Design uart_rx, sky130hd; sources not shown.
Figure 1. Cell sizes after repair.
(6 px per um)
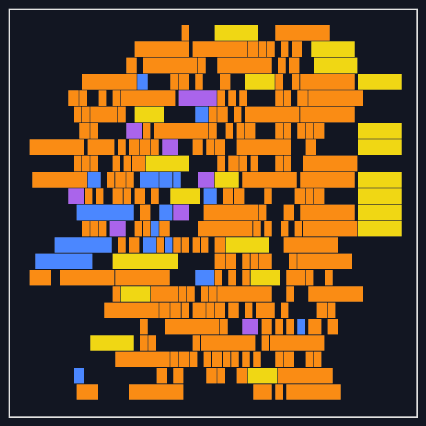
Blue is _2 cells, cells 17, most used inv_2. Purple is _3 and _4 cells, cells 8, most used buf_4. Yellow is _6 and larger, cells 21, most used buf_12. Orange is _0 and _1 cells, cells 202, most used nand2_1.
Layout area overhead: 27.0%
setup slack after layout: 0.0747 ns

Figure 2. Layout detail.
Window x 21 to 46, y 21 to 46 um. Cells in grey, sequential cells in the stronger grey; small squares are vias.
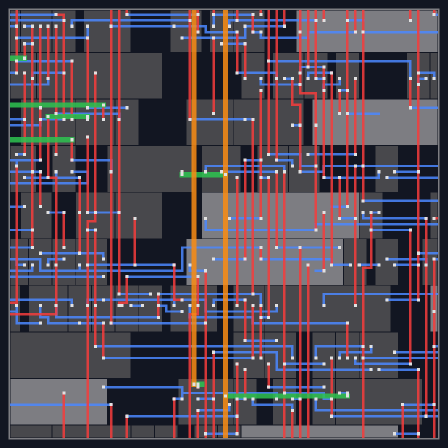
Red is metal 2. Green is metal 3. Orange is metal 4. Blue is metal 1.
61 logic cells have their middle in the window. Sequential cells in the window: 5. Most frequent: nand2_1 (16), nor2_1 (6), nand3_1 (6).

==> flow_summary.toml <==
# flow metrics
[outcome]
status = "completed"

[cells_and_area]
n_all_buffers = 23
bufAreaShareNonClock_pct = 14.2
nNonClkInverters = 22
comb_area_um2 = 749
comb.multi_input.count = 156
num_antenna_cells = 0
clock_buffers = 6
drive_gt1_share_pct = 18.5
clk_share_pct = 5.07

[detailed_routing]
routed-wl-met2_um = 1730
drt_iter0_drc = 81
wire_per_inst_um = 12.1
dr_wl_met3_um = 123

[pwr]
p_leak_nw = 1.19
p_sw_mw = 0.320
p_comb_mw = 0.0273

[placed_design]
place.gp.congestion = 0.791
pre_cts_ws_ns = 0.0203
dp_hpwl_um = 2540

[yosys]
syn_nets = 229
ys.flops = 39
ff_type = "dfrtp_1"
top_cells_by_count = "nand2_1 (66), dfrtp_1 (37), nor2_1 (24), inv_1 (20), o21ai_0 (18)"
ys_seq_share_pct = 53.5
synth_area_um2 = 1830
ys_sh_xor_pct = 1.44
async_reset_ff_share_pct = 100
synth.logic.top_family = "simple AND/OR/NAND/NOR gates"

[clocking]
cts_sinks = 39
cts_made_buffers = 5
path_clk_slew_ns = 0.07
cts_root_buf = "clkbuf_8"

[setup_path]
crit_slowest_cell = "dfrtp_1"
max_stage_delay_ns = 0.42
worstPathRequired_ns = 1.83
critical_path_class = "reg -> reg"
end_kind = "flip-flop"
path_common_cell = "nand2_1"

[die]
chipArea_um2 = 4590
rows = 23

[timing]
fmax_mhz = 580

[hold_path]
min_path_cells = 0
